File: config.mk
export PLATFORM = sky130hd
export DESIGN_NAME = arith_monitor
export DESIGN_NICKNAME = d
export VERILOG_FILES = /design/src/rtl/arith_monitor.sv
export SDC_FILE = /design/constraint.sdc
export NUM_CORES = 1
export LEC_CHECK = 0
export CAP_MARGIN = 15
export CELL_PAD_IN_SITES_DETAIL_PLACEMENT = 1
export CELL_PAD_IN_SITES_GLOBAL_PLACEMENT = 1
export CORE_MARGIN = 2
export CORE_UTILIZATION = 30
export CTS_BUF_LIST = sky130_fd_sc_hd__clkbuf_4 sky130_fd_sc_hd__clkbuf_8
export DETAILED_ROUTE_END_ITERATION = 10
export GPL_TIMING_DRIVEN = 0
export HOLD_SLACK_MARGIN = 0.15
export PLACE_DENSITY = 0.67
export SETUP_SLACK_MARGIN = 0.02
export SYNTH_ARGS = -nofsm -noshare
export SYNTH_HDL_FRONTEND = slang
export SYNTH_SLANG_ARGS = --single-unit
File: constraint.sdc
create_clock -name clk -period 5.6 [get_ports clk]
set_input_delay 0.84 -clock clk [delete_from_list [all_inputs] [get_ports clk]]
set_output_delay 0.84 -clock clk [all_outputs]
set_load 0.01 [all_outputs]
File: src/rtl/arith_monitor.sv
// Receiving end of the stimulus path: aligns a golden result to the DUT latency,
// compares it with the DUT result, keeps saturating statistics and captures the first mismatch.
module arith_monitor #(
    parameter int unsigned WIDTH        = 32,
    parameter int unsigned LATENCY      = 2,
    parameter int unsigned OP           = 0,
    parameter int unsigned NUM_TESTS    = 1000,
    parameter int unsigned STOP_ON_FAIL = 1
) (
    input  logic             clk,
    input  logic             reset,
    input  logic             i_start,
    input  logic             i_clear,
    input  logic             i_valid,
    input  logic [WIDTH-1:0] i_drive_delayed_a,
    input  logic [WIDTH-1:0] i_drive_delayed_b,
    input  logic [WIDTH-1:0] i_result,
    output logic             o_busy,
    output logic             o_done,
    output logic             o_halted,
    output logic             o_error,
    output logic [WIDTH-1:0] o_pass_count,
    output logic [WIDTH-1:0] o_fail_count,
    output logic [WIDTH-1:0] o_fail_a,
    output logic [WIDTH-1:0] o_fail_b,
    output logic [WIDTH-1:0] o_fail_expected,
    output logic [WIDTH-1:0] o_fail_got
);

    typedef enum logic [1:0] {S_IDLE, S_RUN, S_HALT, S_DONE} state_t;

    state_t           state_q, state_d;
    logic [WIDTH-1:0] golden;
    logic             dl_vld_q [LATENCY];
    logic [WIDTH-1:0] dl_a_q   [LATENCY];
    logic [WIDTH-1:0] dl_b_q   [LATENCY];
    logic [WIDTH-1:0] dl_g_q   [LATENCY];
    logic [WIDTH-1:0] pass_q, pass_d, fail_q, fail_d;
    logic [WIDTH-1:0] fail_a_q, fail_b_q, fail_exp_q, fail_got_q;
    logic             error_q;
    logic             check, do_pass, do_fail, last_check;
    logic [WIDTH:0]   checked_d;

    always_comb begin
        case (OP)
            1:       golden = i_drive_delayed_a - i_drive_delayed_b;
            2:       golden = i_drive_delayed_a * i_drive_delayed_b;
            default: golden = i_drive_delayed_a + i_drive_delayed_b;
        endcase
    end

    // Only the head of the delay line is checked, and only while running.
    always_comb begin
        check   = dl_vld_q[LATENCY-1] && (state_q == S_RUN);
        do_pass = check && (dl_g_q[LATENCY-1] == i_result);
        do_fail = check && (dl_g_q[LATENCY-1] != i_result);
        pass_d  = pass_q;
        fail_d  = fail_q;
        if (do_pass && (pass_q != '1)) pass_d = pass_q + WIDTH'(1);
        if (do_fail && (fail_q != '1)) fail_d = fail_q + WIDTH'(1);
        checked_d  = {1'b0, pass_d} + {1'b0, fail_d};
        last_check = check && (NUM_TESTS != 0) && (checked_d == (WIDTH+1)'(NUM_TESTS));
    end

    always_ff @(posedge clk) begin
        if (!reset) state_q <= S_IDLE;
        else        state_q <= state_d;
    end

    always_comb begin
        state_d = state_q;
        case (state_q)
            S_IDLE: if (i_start) state_d = S_RUN;
            S_RUN: begin
                if (do_fail && (STOP_ON_FAIL != 0)) state_d = S_HALT;
                else if (last_check)                state_d = S_DONE;
            end
            default: state_d = state_q;
        endcase
        if (i_clear) state_d = S_IDLE;
    end

    always_comb begin
        o_busy   = (state_q == S_RUN);
        o_done   = (state_q == S_DONE);
        o_halted = (state_q == S_HALT);
    end

    always_ff @(posedge clk) begin
        if (!reset || i_clear) begin
            for (int unsigned i = 0; i < LATENCY; i++) dl_vld_q[i] <= 1'b0;
        end else begin
            dl_vld_q[0] <= (state_q == S_RUN) && i_valid;
            for (int unsigned i = 1; i < LATENCY; i++) dl_vld_q[i] <= dl_vld_q[i-1];
        end
    end

    // Payload needs no reset: it is only ever qualified by the valid bits.
    always_ff @(posedge clk) begin
        dl_a_q[0] <= i_drive_delayed_a;
        dl_b_q[0] <= i_drive_delayed_b;
        dl_g_q[0] <= golden;
        for (int unsigned i = 1; i < LATENCY; i++) begin
            dl_a_q[i] <= dl_a_q[i-1];
            dl_b_q[i] <= dl_b_q[i-1];
            dl_g_q[i] <= dl_g_q[i-1];
        end
    end

    always_ff @(posedge clk) begin
        if (!reset || i_clear) begin
            pass_q     <= '0;
            fail_q     <= '0;
            error_q    <= 1'b0;
            fail_a_q   <= '0;
            fail_b_q   <= '0;
            fail_exp_q <= '0;
            fail_got_q <= '0;
        end else begin
            pass_q <= pass_d;
            fail_q <= fail_d;
            if (do_fail) begin
                error_q <= 1'b1;
                if (fail_q == '0) begin
                    fail_a_q   <= dl_a_q[LATENCY-1];
                    fail_b_q   <= dl_b_q[LATENCY-1];
                    fail_exp_q <= dl_g_q[LATENCY-1];
                    fail_got_q <= i_result;
                end
            end
        end
    end

    assign o_error         = error_q;
    assign o_pass_count    = pass_q;
    assign o_fail_count    = fail_q;
    assign o_fail_a        = fail_a_q;
    assign o_fail_b        = fail_b_q;
    assign o_fail_expected = fail_exp_q;
    assign o_fail_got      = fail_got_q;

endmodule

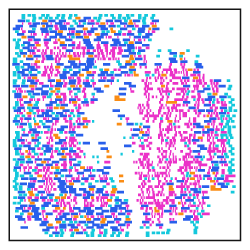
Figure 1: placed cells, one colour a class.
Drawn at 1 px/um.
- magenta: all other logic (cells 1064)
- orange: clock drivers and dummy loads (cells 126)
- cyan: other buffers and delay cells (cells 376)
- blue: flops (cells 389)
sequential fraction of total cell area: 0.360
row count: 82
area inside the core boundary: 50300 um2

==> notes.md <==
fresh numbers from the pnr run: status=finished, final reports clean, total number of H-tree levels=3, worst rel slew slack=0.261, register-to-register path setup slack=between 150 and 200 ps, fraction of final layout cells sized beyond drive strength 1=0.140, setup total negative slack=0 ps, worst reg-to-reg path cell count=20, most used standard cells in the synthesized netlist=389 x sky130_fd_sc_hd__dfxtp_1, 208 x sky130_fd_sc_hd__nor2_1, 132 x sky130_fd_sc_hd__mux2i_1, prevailing logic family in the synthesized netlist=simple AND/OR/NAND/NOR gates, count of TritonRoute iterations in the first routing pass=4, total setup violations reported at the end of the flow=0, wire length of the first global-routing pass=~80000 um, worst-case vdd ir drop=roughly 170 uV, PwrDens=294 nW/um2, fin nets=2069, Routed WL per cell=20.1 um, maximum buffer depth of the clock tree=3, Final Hold Slack=300 ps, critical path start-end classification=input pin to flip-flop, max-capacitance violation count=0, GR met3 Demand/Resource=0.0579, DP HPWL=41000 um, clock period minus final worst setup slack=5430 ps, CP Data Required Time=6180 ps, number of warning messages in the yosys log=0, Die Footprint=around 53000 um2, die extent in x=230 um, maximum number of pins on one net before global-route repair=11, adder and majority gate portion of the synthesized area=0.0566, part of the Yosys area used for sequential elements=0.509, type of origin of the critical path=input pin, Synth async-reset ratio=0, most congested layer reported by global routing=met2, timing-limited maximum frequency=184 MHz, Reg power frac=0.469, number of distinct library cell variants in the gate-level netlist after synthesis=around 70, OpenROAD warning count=27, Overall Global Routing Usage=0.198, Worst Setup SP=i_result[21], switching part of the total power=0.234, predominant post-synthesis flop cell=sky130_fd_sc_hd__dfxtp_1, Syn Nets=1673, post-synthesis chip area from yosys=roughly 15000 um2, number of instances in the placed design=2472, synthesized area=roughly 15000 um2, portion of total power attributed to combinational logic=0.061, total overflow reported by the global router=0, Psw=1500 uW, pin slew with the least headroom to its limit=1090 ps, final setup skew=approximately 38 ps, die height=230 um, CTS root buf=sky130_fd_sc_hd__clkbuf_8, startpoint of the worst-slack reg-to-reg timing path=o_pass_count[6]$_SDFF_PP0_, Synth Register Bits=389, part of the total power dissipated in the clock network=0.469, number of standard cells in the final layout excluding fillers=2628, IO Pins=just under 300, cell taking the most area after synthesis=sky130_fd_sc_hd__dfxtp_1, final count of pins violating max slew=0, synthesized-area fraction occupied by ao, oa, aoi and oai cells=0.0868, number of hold violations in the final report=0, CP Max Fanout=5, type of destination of the critical path=flip-flop, syn_area_per_cell=10.2 um2, Critical Path End=state_q[1]$_SDFFE_PP0P_, antenna-violating nets left=0, cell count after synthesis=about 1500, number of buffers created by CTS=a little under 70, DRT met1 WL=about 22000 um, area added between synthesis and finish=41.9%, Arrival @ worst endpoint=6020 ps, routing usage on met2=0.351, effective utilization at floorplan=0.304
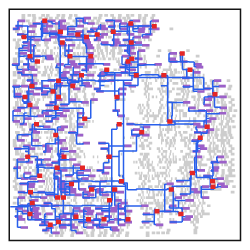
Figure 2: routed clock nets over the placement.
Drawn at 1 px/um.
- purple: flip-flops (count 389)
- blue: clock wires (length 5650 um)
- red: cells driving clock nets (count 69)
- routed clock nets: 70
- flops lie: all over the die

metrics by stage:
stage          worst slack (ps)  cell area [um2]  utilization
2_1_floorplan               487            15300            -
3_3_place_gp              -1940            19100        0.380
3_5_place_dp              -2040            19100        0.380
4_1_cts                    27.1            21000        0.418
5_1_grt                   -34.6            21700        0.431
6_report                    169            21700        0.431
power groups by stage:
stage	registers [uW]	clock network (uW)	logic, uW
after CTS	3000	3080	390
after floorplan	3020	0	212
after detailed placement	3060	0	382
after global routing	3010	3230	429
after global placement	3050	0	375
final	2990	2990	392
critical path, stage by stage:
cell	delay, ps
sky130_fd_sc_hd__clkdlybuf4s50_1	520
sky130_fd_sc_hd__xnor2_1	250
sky130_fd_sc_hd__nand4_1	210
sky130_fd_sc_hd__nor4_4	250
sky130_fd_sc_hd__nand2_1	140
sky130_fd_sc_hd__nor2_4	210
sky130_fd_sc_hd__buf_4	140
sky130_fd_sc_hd__o41a_1	330
sky130_fd_sc_hd__and4_4	310
sky130_fd_sc_hd__nand3_2	130
sky130_fd_sc_hd__xnor2_4	210
sky130_fd_sc_hd__ha_4	200
sky130_fd_sc_hd__a21oi_2	180
sky130_fd_sc_hd__o21ai_2	110
sky130_fd_sc_hd__buf_4	150
sky130_fd_sc_hd__a211oi_4	220
sky130_fd_sc_hd__o21ai_2	120
sky130_fd_sc_hd__o211a_1	270
sky130_fd_sc_hd__o21a_1	200
sky130_fd_sc_hd__or3_1	360
sky130_fd_sc_hd__a2111oi_4	370
sky130_fd_sc_hd__nand4_1	190
sky130_fd_sc_hd__nand2_1	90
flip-flops by register name, summed over array words and instances, names as in the netlist:
| register | count |
|---|---|
| dl_a_q | 64 |
| dl_b_q | 64 |
| dl_g_q | 64 |
| o_fail_a | 32 |
| o_fail_b | 32 |
| o_fail_count | 32 |
| o_fail_expected | 32 |
| o_fail_got | 32 |
| o_pass_count | 32 |
| dl_vld_q | 2 |
| state_q | 2 |
| o_error | 1 |
cell type report:
type / instances / area (um2) / area share
Sequential cell: 389 / 7800 / 0.360
Multi-Input combinational cell: 1027 / 7790 / 0.359
Antenna cell: 1 / 2.50 / 0.000115
Tap cell: 672 / 841 / 0.0388
Buffer: 44 / 208 / 0.00958
Clock inverter: 19 / 225 / 0.0104
Inverter: 37 / 139 / 0.00640
Clock buffer: 107 / 1380 / 0.0636
Timing Repair Buffer: 332 / 3300 / 0.152
worst min-delay path by stage:
stage	startpoint	endpoint	slack (ps)	cells after the start
floorplan	dl_a_q[0][0]$_DFF_P_	dl_a_q[1][0]$_DFF_P_	310	0
global placement	dl_a_q[0][2]$_DFF_P_	dl_a_q[1][2]$_DFF_P_	310	0
detailed placement	dl_b_q[0][11]$_DFF_P_	dl_b_q[1][11]$_DFF_P_	310	0
CTS	dl_g_q[0][5]$_DFF_P_	dl_g_q[0][37]$_DFF_P_	310	0
global route	dl_g_q[0][7]$_DFF_P_	dl_g_q[0][39]$_DFF_P_	320	0
finish	dl_g_q[0][5]$_DFF_P_	dl_g_q[0][37]$_DFF_P_	300	0
timing repair:
item,in CTS,in global routing
hold buffers,0,0
setup buffers,14,21
pin swaps,14,61
gates resized,55,113
setup endpoints to repair,1,1
Power figures rest on the tool's default switching activity, not on a simulated workload.
